[config.mk]
export PLATFORM = sky130hd
export DESIGN_NAME = intra4x4_mode_sched_flat
export DESIGN_NICKNAME = d
export VERILOG_FILES = /design/src/rtl/intra4x4_mode_sched_if.sv /design/src/rtl/intra4x4_mode_sched.sv /design/src/flat_wrapper.sv
export SDC_FILE = /design/constraint.sdc
export NUM_CORES = 1
export LEC_CHECK = 0
export CAP_MARGIN = 20
export CORE_MARGIN = 4
export CORE_UTILIZATION = 67
export DETAILED_ROUTE_END_ITERATION = 16
export DONT_BUFFER_PORTS = 1
export PLACE_DENSITY = 0.83
export SLEW_MARGIN = 20
export SYNTH_ARGS = -nofsm -noshare
export SYNTH_HDL_FRONTEND = slang
export SYNTH_SLANG_ARGS = --single-unit
[constraint.sdc]
create_clock -name clk -period 11.2 [get_ports clk]
set_input_delay 1.68 -clock clk [delete_from_list [all_inputs] [get_ports clk]]
set_output_delay 1.68 -clock clk [all_outputs]
set_load 0.03 [all_outputs]
[src/rtl/intra4x4_mode_sched_if.sv]
// intra4x4_mode_sched_if: control, SAD-unit and mode-decision signals of the 4x4 intra scheduler.
// master is the scheduler side, slave is the environment driving it.
interface intra4x4_mode_sched_if #(
    parameter int SAD_W = 12
);
    logic                 start;
    logic                 abort;
    logic                 busy;
    logic                 sad_en;
    logic [3:0]           blk_idx;
    logic                 sad_vld;
    logic [8*SAD_W-1:0]   sad_in;
    logic [7:0]           avail;
    logic [3:0]           mpm;
    logic                 mode_vld;
    logic                 mode_rdy;
    logic [3:0]           mode_out;
    logic [SAD_W-1:0]     best_sad;
    logic                 done;
    logic [SAD_W+3:0]     total_cost;

    modport master (
        input  start, abort, sad_vld, sad_in, avail, mpm, mode_rdy,
        output busy, sad_en, blk_idx, mode_vld, mode_out, best_sad, done, total_cost
    );

    modport slave (
        output start, abort, sad_vld, sad_in, avail, mpm, mode_rdy,
        input  busy, sad_en, blk_idx, mode_vld, mode_out, best_sad, done, total_cost
    );
endinterface

[src/rtl/intra4x4_mode_sched.sv]
// intra4x4_mode_sched: walks 16 4x4 blocks, captures 8 mode SADs each and picks the cheapest permitted mode.
// Defining INTRA4X4_MPM_BIAS_EN adds a saturating MPM_PENALTY to every non-MPM mode cost.
module intra4x4_mode_sched #(
    parameter int SAD_W       = 12,
    parameter int MPM_PENALTY = 4
) (
    input logic clk,
    input logic reset,
    intra4x4_mode_sched_if.master bus
);
    typedef enum logic [2:0] {IDLE, ISSUE, WAIT, CMP, OUT, DONE} state_t;

    state_t             state_q, state_d;
    logic [3:0]         blk_q, blk_d;
    logic [SAD_W+3:0]   total_q, total_d;
    logic [8*SAD_W-1:0] sad_q, sad_d;
    logic [7:0]         avail_q, avail_d;
    logic [2:0]         m_q, m_d, idx_q, idx_d;
    logic [SAD_W-1:0]   min_q, min_d, best_q, best_d;
    logic               found_q, found_d;
    logic [3:0]         mode_q, mode_d;
    logic [SAD_W-1:0]   sad_m, cost;
    logic               take;

    function automatic logic [3:0] h264_mode(input logic [2:0] i);
        case (i)
            3'd2:    return 4'd7;
            3'd3:    return 4'd5;
            3'd4:    return 4'd8;
            3'd5:    return 4'd6;
            3'd6:    return 4'd3;
            3'd7:    return 4'd4;
            default: return {1'b0, i};
        endcase
    endfunction

    assign sad_m = sad_q[m_q*SAD_W +: SAD_W];

`ifdef INTRA4X4_MPM_BIAS_EN
    logic [3:0]     mpm_q, mpm_d;
    logic [SAD_W:0] pen_sum;
    assign pen_sum = {1'b0, sad_m} + (SAD_W+1)'(MPM_PENALTY);
    assign cost    = (h264_mode(m_q) == mpm_q) ? sad_m : (pen_sum[SAD_W] ? '1 : pen_sum[SAD_W-1:0]);
`else
    assign cost = sad_m;
`endif

    // First permitted mode always wins; afterwards only a strictly lower cost does, so ties keep the lower index.
    assign take = avail_q[m_q] && (!found_q || cost < min_q);

    always_comb begin
        state_d = state_q;
        blk_d   = blk_q;
        total_d = total_q;
        sad_d   = sad_q;
        avail_d = avail_q;
        m_d     = m_q;
        idx_d   = idx_q;
        min_d   = min_q;
        found_d = found_q;
        best_d  = best_q;
        mode_d  = mode_q;
`ifdef INTRA4X4_MPM_BIAS_EN
        mpm_d   = mpm_q;
`endif
        if (bus.abort) begin
            state_d = IDLE;
        end else begin
            case (state_q)
                IDLE: if (bus.start) begin
                    state_d = ISSUE;
                    blk_d   = '0;
                    total_d = '0;
                end
                ISSUE: state_d = WAIT;
                WAIT: if (bus.sad_vld) begin
                    state_d = CMP;
                    sad_d   = bus.sad_in;
                    avail_d = bus.avail;
`ifdef INTRA4X4_MPM_BIAS_EN
                    mpm_d   = bus.mpm;
`endif
                    m_d     = '0;
                    min_d   = '1;
                    found_d = 1'b0;
                end
                CMP: begin
                    if (take) begin
                        min_d   = cost;
                        idx_d   = m_q;
                        found_d = 1'b1;
                    end
                    m_d = m_q + 3'd1;
                    if (m_q == 3'd7) begin
                        state_d = OUT;
                        best_d  = min_d;
                        mode_d  = found_d ? h264_mode(idx_d) : 4'd2;
                    end
                end
                OUT: if (bus.mode_rdy) begin
                    total_d = total_q + {4'b0, best_q};
                    state_d = (blk_q == 4'd15) ? DONE : ISSUE;
                    blk_d   = (blk_q == 4'd15) ? blk_q : blk_q + 4'd1;
                end
                default: state_d = IDLE;
            endcase
        end
    end

    always_ff @(posedge clk or posedge reset) begin
        if (reset) begin
            state_q <= IDLE;
            blk_q   <= '0;
            total_q <= '0;
            sad_q   <= '0;
            avail_q <= '0;
            m_q     <= '0;
            idx_q   <= '0;
            min_q   <= '0;
            found_q <= 1'b0;
            best_q  <= '0;
            mode_q  <= '0;
`ifdef INTRA4X4_MPM_BIAS_EN
            mpm_q   <= '0;
`endif
        end else begin
            state_q <= state_d;
            blk_q   <= blk_d;
            total_q <= total_d;
            sad_q   <= sad_d;
            avail_q <= avail_d;
            m_q     <= m_d;
            idx_q   <= idx_d;
            min_q   <= min_d;
            found_q <= found_d;
            best_q  <= best_d;
            mode_q  <= mode_d;
`ifdef INTRA4X4_MPM_BIAS_EN
            mpm_q   <= mpm_d;
`endif
        end
    end

    assign bus.busy       = state_q != IDLE;
    assign bus.sad_en     = state_q == ISSUE;
    assign bus.mode_vld   = state_q == OUT;
    assign bus.done       = state_q == DONE;
    assign bus.blk_idx    = blk_q;
    assign bus.mode_out   = mode_q;
    assign bus.best_sad   = best_q;
    assign bus.total_cost = total_q;
endmodule
[src/flat_wrapper.sv]
// flat-port wrapper written by rule: the top's interface ports become plain ports
module intra4x4_mode_sched_flat 
#(
    parameter int SAD_W       = 12,
    parameter int MPM_PENALTY = 4
)
  (clk, reset, bus_start, bus_abort, bus_sad_vld, bus_sad_in, bus_avail, bus_mpm, bus_mode_rdy, bus_busy, bus_sad_en, bus_blk_idx, bus_mode_vld, bus_mode_out, bus_best_sad, bus_done, bus_total_cost);
  intra4x4_mode_sched_if #(.SAD_W(SAD_W)) bus_i ();
  input logic clk;
  input logic reset;
  input wire logic [$bits(bus_i.start)-1:0] bus_start;
  input wire logic [$bits(bus_i.abort)-1:0] bus_abort;
  input wire logic [$bits(bus_i.sad_vld)-1:0] bus_sad_vld;
  input wire logic [$bits(bus_i.sad_in)-1:0] bus_sad_in;
  input wire logic [$bits(bus_i.avail)-1:0] bus_avail;
  input wire logic [$bits(bus_i.mpm)-1:0] bus_mpm;
  input wire logic [$bits(bus_i.mode_rdy)-1:0] bus_mode_rdy;
  output wire logic [$bits(bus_i.busy)-1:0] bus_busy;
  output wire logic [$bits(bus_i.sad_en)-1:0] bus_sad_en;
  output wire logic [$bits(bus_i.blk_idx)-1:0] bus_blk_idx;
  output wire logic [$bits(bus_i.mode_vld)-1:0] bus_mode_vld;
  output wire logic [$bits(bus_i.mode_out)-1:0] bus_mode_out;
  output wire logic [$bits(bus_i.best_sad)-1:0] bus_best_sad;
  output wire logic [$bits(bus_i.done)-1:0] bus_done;
  output wire logic [$bits(bus_i.total_cost)-1:0] bus_total_cost;
  assign bus_i.start = bus_start;
  assign bus_i.abort = bus_abort;
  assign bus_i.sad_vld = bus_sad_vld;
  assign bus_i.sad_in = bus_sad_in;
  assign bus_i.avail = bus_avail;
  assign bus_i.mpm = bus_mpm;
  assign bus_i.mode_rdy = bus_mode_rdy;
  assign bus_busy = bus_i.busy;
  assign bus_sad_en = bus_i.sad_en;
  assign bus_blk_idx = bus_i.blk_idx;
  assign bus_mode_vld = bus_i.mode_vld;
  assign bus_mode_out = bus_i.mode_out;
  assign bus_best_sad = bus_i.best_sad;
  assign bus_done = bus_i.done;
  assign bus_total_cost = bus_i.total_cost;
  intra4x4_mode_sched #(.SAD_W(SAD_W), .MPM_PENALTY(MPM_PENALTY)) u_core (.clk(clk), .reset(reset), .bus(bus_i));
endmodule
### PDN straps and rails, run 1

Bar = 20 microns. Pins as bars on the die edge.
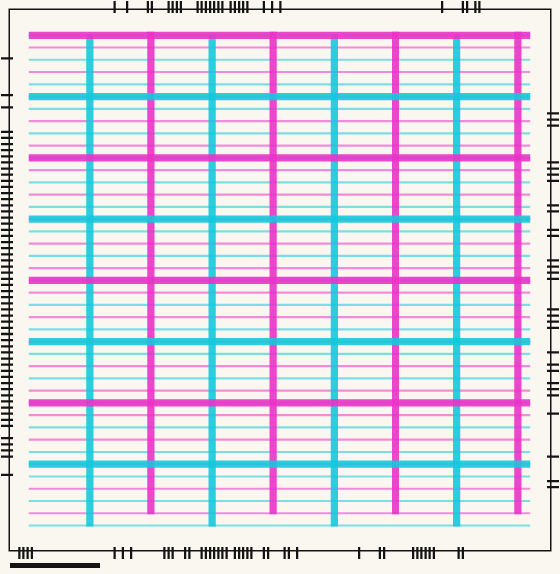
cyan -> VSS
magenta -> VDD
met1 rails = 41
met4 straps = 8
met5 straps = 8
rows = 40

### Clock wiring as the flow saved it, run 1

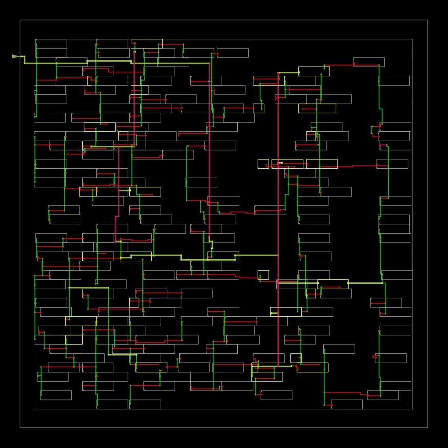
# clock sinks: 162
clk_buf instances: 21
CTS buffer count: 17
Final Skew: 5.67 ps

### Signal wires on met2, run 1

Bar = 20 microns.
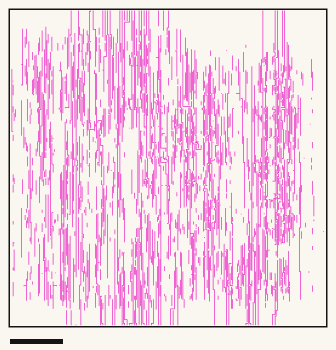
share of all routed wire = 51%
nets with wire on the layer = 726

## run 1: final cells by class
class                      count  share of cell area
sequential                   162               0.448
multi-input combinational    467               0.448
clock buffer                  21              0.0520
tap                          168              0.0232
inverter                      29              0.0126
clock inverter                10              0.0111
timing repair buffer           4             0.00553
## run 1: per-layer routing
| metal | global-route usage | up-vias | wire length, microns |
|---|---|---|---|
| li1 | - | 2545 | - |
| met2 | 0.450 | 225 | 9380 |
| met1 | 0.328 | 2749 | 7110 |
| met3 | 0.102 | 25 | 1650 |
| met4 | 0.0873 | 6 | 283 |
| met5 | 0 | - | 40 |
## run 1: final timing paths
check	end	slack (ps)	cells after the start
max	u_core.min_q[2]	6680	9
min	u_core.avail_q[2]	510	1
max reg2reg	u_core.min_q[2]	6680	9
min reg2reg	u_core.avail_q[2]	510	1
max in group asynchronous	u_core.sad_q[50]	8770	3
min in group asynchronous	u_core.bus.blk_idx[1]	1100	1
## run 1: sequential cells by signal (all words and copies together), names as in the netlist
name,cells
u_core.avail_q,8
u_core.bus.best_sad,12
u_core.bus.blk_idx,4
u_core.bus.mode_out,4
u_core.bus.total_cost,16
u_core.found_q,1
u_core.idx_q,3
u_core.m_q,3
u_core.min_q,12
u_core.sad_q,96
u_core.state_q,3
## run 1: where the power goes
part / internal (mW) / switching [mW] / leakage (nW)
Combinational: 0.334 / 0.326 / 1.65
Sequential: 0.761 / 0.139 / 2.01
Clock: 0.324 / 0.234 / 0.269
## run 1: worst register-to-register path: stages (launching register included)
cell,delay (ps)
dfrtp_2,1000
mux4_4,740
mux2i_1,230
inv_1,100
ha_1,300
a21oi_1,130
o21ai_0,150
a221oi_2,880
nand2_2,450
a221oi_1,440
==> reports/metrics.csv, run 1 <==
stage,metric,value,unit
global_routing,pin count of the biggest net entering global routing,112,
clock_tree,H-tree depth,4,
min_path,min-delay src,u_core.avail_q[2],
cells_and_area,nets,822,
cells_and_area,non-filler instance count after layout,861,
detailed_routing,First DRT Iteration DRCs,383,
synthesis,Netlist Area Pre-Place,8380,sq um
power_and_ir_drop,VDD IR max,0.000165,V
power_and_ir_drop,Cell Pwr Density,234,nW/um^2
synthesis,yosys synthesis chip area,8380,sq um
placed_design,dpl ws,6700,ps
synthesis,largest family of logic cells by area,multiplexers,
run_status,run status,finished clean,
timing,achievable clock frequency,0.221,GHz
cells_and_area,most common logic cells in the final layout,"161 x dfrtp_1, 110 x mux2_2, 50 x nand2_1",
worst_setup_path,CP peak stage delay,1000,ps
cells_and_area,area of all placed cells without fillers,9050,sq um
placed_design,routability cong.,0.954,
timing,Final period util,0.404,
placed_design,HPWL Detailed,12900,microns
cells_and_area,FF+latch area,4060,sq um
timing,Final Hold Vio Count,0,
worst_setup_path,Critical-path top delay cell,dfrtp_2,
timing,Worst Max-Slew Pin Slew,1110,ps
power_and_ir_drop,Leak,3.93,nW
synthesis,Post-synth EDFFs,0,
clock_tree,Root Buffer Master,clkbuf_16,
cells_and_area,Syn-to-layout area delta,8.03,%
worst_setup_path,Setup crit start,u_core.m_q[0],
clock_tree,clk ins delay skew pair,430,ps
synthesis,Post-Syn Nets,836,
cells_and_area,share of layout cells above drive strength 1,0.261,
job,max-cap viol count,0,
detailed_routing,wire per inst,21.5,microns
placed_design,placed cells,829,
cells_and_area,most common logic cell in the routed design,dfrtp_1,
synthesis,Synth area leader,dfrtp_1,
floorplan,Die H,120,microns
floorplan,Core ar.,12100,sq um
global_routing,antenna violations before repair,3,
worst_setup_path,worst path bufs/invs,1,
timing,"Min Clock Period, post-route",4520,ps
synthesis,ao+oa area frac,0.105,
cells_and_area,antenna fix cells,0,
clock_tree,CTS tree,yes,
synthesis,most common cell in the netlist,dfrtp_1,
cells_and_area,fin util,0.748,
global_routing,grt total ovfl,0,
global_routing,global-route wire length before repair,30300,microns
worst_setup_path,CP cell instances,mux4_4 -> mux2i_1 -> inv_1 -> ha_1 -> a21oi_1 -> o21ai_0 -> a221oi_2 -> nand2_2 -> a221oi_1,
detailed_routing,Routed Antenna Nets,0,
detailed_routing,Via density,6.45,
synthesis,"Avg Cell Area, Syn",12.1,sq um
job,tool warning count,31,
clock_tree,CTS Hold Bufs,0,
floorplan,die extent in x,120,microns
worst_setup_path,CP startpoint kind,register,
worst_setup_path,Top delay family on crit path,AND-OR/OR-AND gates,
placed_design,placed inst area,8450,sq um
floorplan,fp_density,0.692,
floorplan,num rows,40,
synthesis,synth warn,0,
synthesis,area fraction in xor and xnor cells,0.00627,
synthesis,register share after synthesis,0.484,
synthesis,adder share,0.0412,
cells_and_area,Layout fillers,782,
synthesis,Post-synth top cells,"162 x dfrtp_1, 110 x mux2_2, 50 x nand2_1",
worst_setup_path,critical path required time,11510,ps
floorplan,Chip Area,14400,sq um
synthesis,Post-synth ARST share,1.00,
timing,RSZ-0062 raised after global routing,no,
timing,worst setup margin,6680,ps
detailed_routing,WL final,18500,microns
power_and_ir_drop,Pwr Total,2.12,mW
clock_tree,"CTS clk-pin slew, worst paths",60,ps
synthesis,Dominant cell area share,0.484,
min_path,Hold Crit Class,register to register,
global_routing,GRT Total Usage,0.271,
timing,final setup fails,0,
worst_setup_path,CP Capture Type,register,
synthesis,Cell area leaders,"dfrtp_1 48%, mux2_2 15%, mux4_2 6.7%",
clock_tree,CTS max path bufs,2,
### The metal 3 layer, run 1

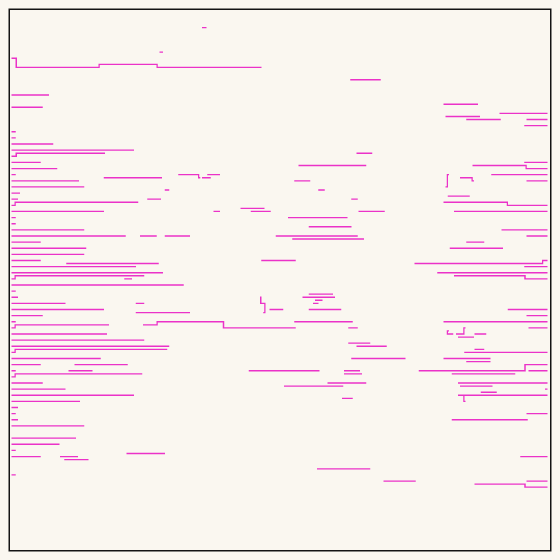

==> inputs of run 2 (changes only) <==
--- a/config.mk
+++ b/config.mk
@@ -7,10 +7,10 @@
 export LEC_CHECK = 0
 export CAP_MARGIN = 20
 export CORE_MARGIN = 4
-export CORE_UTILIZATION = 67
+export CORE_UTILIZATION = 58
 export DETAILED_ROUTE_END_ITERATION = 16
 export DONT_BUFFER_PORTS = 1
-export PLACE_DENSITY = 0.83
+export PLACE_DENSITY = 0.76
 export SLEW_MARGIN = 20
 export SYNTH_ARGS = -nofsm -noshare
 export SYNTH_HDL_FRONTEND = slang
==> constraint.sdc (replaced) <==
create_clock -name clk -period 3.89 [get_ports clk]
set_input_delay 0.5835 -clock clk [delete_from_list [all_inputs] [get_ports clk]]
set_output_delay 0.5835 -clock clk [all_outputs]
set_load 0.03 [all_outputs]
### The metal 3 layer, run 2

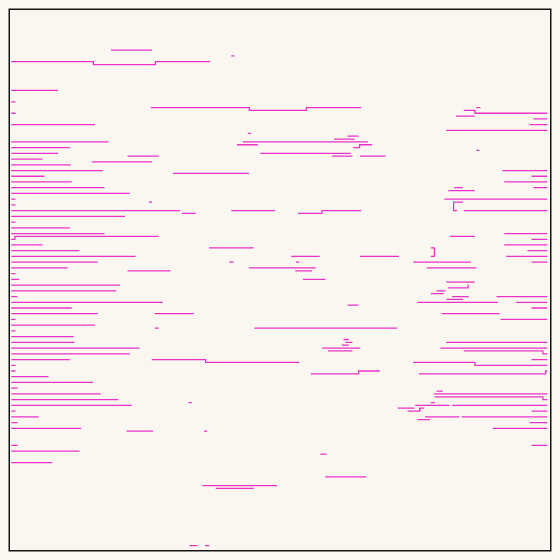
share of all routed wire = 10%
main direction = horizontal
wire length on this layer = 1880 microns
nets with wire on the layer = 134
longest straight run = 39.8 microns
routed vias: 5596
GR met3 Demand/Resource: 0.110
WL final: 18500 microns

### Signal wires on met2, run 2

Bar = 50 microns.
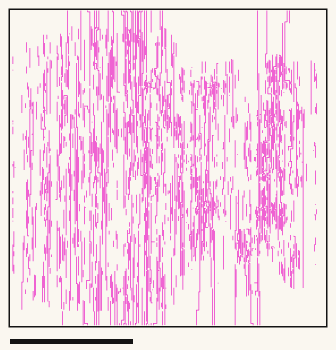
longest straight run = 75.5 microns
share of all routed wire = 49%
main direction = vertical
nets with wire on the layer = 733
GR Util met2: 0.384

==> run 2 against run 1 <==
Against the previous run: flip-flop count unchanged; fmax grew 27%; synthesized cell count is the same; clock power grew to 2.8 times the previous value; total power went up to 2.9 times the previous value; first-iteration DRC count rose by 1.8%.
==> reports/metrics.csv, run 2 <==
stage,metric,value,unit
run_status,run status,finished clean,
worst_setup_path,CP Capture Type,register,
synthesis,Dominant cell area share,0.484,
cells_and_area,non-filler instance count after layout,892,
cells_and_area,most common logic cells in the final layout,"161 x dfrtp_1, 110 x mux2_2, 50 x nand2_1",
synthesis,"mux frac, synth",0.238,
cells_and_area,Top reg by flops,u_core.sad_q,
worst_setup_path,critical path required time,4200,ps
synthesis,adder share,0.0412,
timing,worst setup margin,331,ps
clock_tree,"CTS clk-pin slew, worst paths",60,ps
floorplan,I/O pins,154,
power_and_ir_drop,Leak,4.00,nW
worst_setup_path,worst endpoint data arrival time,3870,ps
global_routing,grt total ovfl,0,
placed_design,placed cells,855,
min_path,Hold Crit Class,input port to async pin,
synthesis,simple share,0.0917,
placed_design,dpl ws,184,ps
detailed_routing,First DRT Iteration DRCs,390,
synthesis,yosys stat cell total,695,
synthesis,register share after synthesis,0.484,
clock_tree,Root Buffer Master,clkbuf_16,
floorplan,num rows,43,
detailed_routing,Via density,6.27,
synthesis,Post-synth top cells,"162 x dfrtp_1, 110 x mux2_2, 50 x nand2_1",
placed_design,port buffer count,0,
cells_and_area,area of all placed cells without fillers,9200,sq um
power_and_ir_drop,Pwr Total,6.12,mW
synthesis,Synth Instances,695,
global_routing,GRT Total Usage,0.233,
cells_and_area,fin util,0.655,
timing,final setup fails,0,
synthesis,yosys synthesis chip area,8380,sq um
global_routing,antenna violations before repair,7,
worst_setup_path,Setup Crit Path Kind,register to register,
clock_tree,clk ins delay skew pair,430,ps
synthesis,Post-synth EDFFs,0,
worst_setup_path,CP startpoint kind,register,
timing,"Min Clock Period, post-route",3560,ps
detailed_routing,Routed Antenna Nets,0,
synthesis,Netlist Area Pre-Place,8380,sq um
cells_and_area,share of layout cells above drive strength 1,0.275,
cells_and_area,Layout fillers,1021,
timing,"Slew Viols, Final",0,
job,tool warning count,30,
power_and_ir_drop,VDD IR max,0.000395,V
timing,worst hold margin,196,ps
synthesis,synth warn,0,
synthesis,register bit total from synthesis,162,
clock_tree,# clock sinks,162,
synthesis,synth unique cells,61,
synthesis,"Avg Cell Area, Syn",12.1,sq um
detailed_routing,DRC viols,0,
synthesis,area fraction in xor and xnor cells,0.00627,
clock_tree,CTS tree,yes,
clock_tree,CTS buffer count,17,
cells_and_area,nets,839,
timing,Worst Max-Slew Pin Slew,981,ps
floorplan,Die H,128,microns
timing,Rel. slew slack,0.345,
global_routing,global-route wire length before repair,29700,microns
timing,RSZ-0062 raised after global routing,no,
cells_and_area,Largest register FFs,96,
clock_tree,CTS Hold Bufs,0,
synthesis,Post-synth ARST share,1.00,
job,max-cap viol count,0,
clock_tree,H-tree depth,4,
timing,Final period util,0.915,
cells_and_area,Syn-to-layout area delta,9.70,%
synthesis,Synth area leader,dfrtp_1,
floorplan,die extent in x,128,microns
timing,Final Skew,8.33,ps
floorplan,Core ar.,14000,sq um
synthesis,ys flop type,dfrtp_1,
placed_design,HPWL Detailed,13800,microns
detailed_routing,DR pass1 iterations,6,
synthesis,largest family of logic cells by area,multiplexers,
worst_setup_path,CP max FO,15,
global_routing,vias in the first global route,5823,
placed_design,placed inst area,8610,sq um
timing,Total Neg Setup Slack,0,ps
global_routing,pin count of the biggest net entering global routing,85,
synthesis,Cell area leaders,"dfrtp_1 48%, mux2_2 15%, mux4_2 6.7%",
power_and_ir_drop,Cell Pwr Density,665,nW/um^2
floorplan,Chip Area,16400,sq um
placed_design,routability cong.,0.928,
cells_and_area,most common logic cell in the routed design,dfrtp_1,
synthesis,most common cell in the netlist,dfrtp_1,
floorplan,fp_density,0.597,
timing,Final Hold Vio Count,0,
synthesis,Post-Syn Nets,836,
clock_tree,CTS max path bufs,2,
synthesis,ao+oa area frac,0.105,
timing,achievable clock frequency,0.281,GHz
detailed_routing,wire per inst,20.8,microns
run 2: layout make-up:
class | count | area [sq um] | area share
diodes | 2 | 5.00 | 0.000544
clock inverters | 10 | 104 | 0.0113
inverters | 29 | 113 | 0.0122
repair buffers | 21 | 195 | 0.0212
multi-input cells | 467 | 4060 | 0.441
well taps | 180 | 225 | 0.0245
clock buffers | 21 | 440 | 0.0479
flip-flops and latches | 162 | 4060 | 0.441
run 2: path summary, 6_finish.rpt:
kind                             startpoint                end  slack (ps)  depth (start not counted)
max                           u_core.m_q[0]    u_core.min_q[1]         330                         10
min                                   reset  u_core.state_q[2]         200                          1
max reg2reg                   u_core.m_q[0]    u_core.min_q[1]         330                         10
min reg2reg                u_core.sad_q[55]   u_core.sad_q[55]         500                          1
max in group asynchronous             reset  u_core.avail_q[0]        2740                          2
min in group clk                  bus_abort  u_core.state_q[0]         220                          1
run 2: critical path: stages (launching register included):
cell and delay (ps):
dfrtp_4 470, buf_12 190, mux4_2 540, mux2i_1 290, inv_1 120, ha_1 310
a21oi_1 140, o21ai_0 180, a221oi_2 480, nand2_2 330, a221oi_1 380
run 2: power breakdown:
group	switching (mW)	total, mW	internal, mW	leakage, nW
sequential	0.345	2.54	2.19	2.01
combinational	0.994	2.03	1.03	1.73
clock	0.668	1.55	0.883	0.251
total	2.01	6.12	4.11	4.00
run 2: logic make-up after synthesis:
family / Yosys count
flops: 162
simple gates: 159
mux: 153
compound gates: 122
buf+inv: 66
fa+ha+maj: 27
xor+xnor: 6
run 2: per-layer routing:
metal | global-route usage | part of all wire
met1 | 0.268 | 0.39
met2 | 0.384 | 0.49
met5 | 0 | 0.0037
met4 | 0.0762 | 0.020
met3 | 0.110 | 0.10
run 2: what timing repair did:
action                                  in CTS  in global routing
buffers inserted                             0                  4
endpoints found under the setup margin       0                  8
resized                                      0                  1
No activity file was given, so power comes from the tool's default toggle rates.
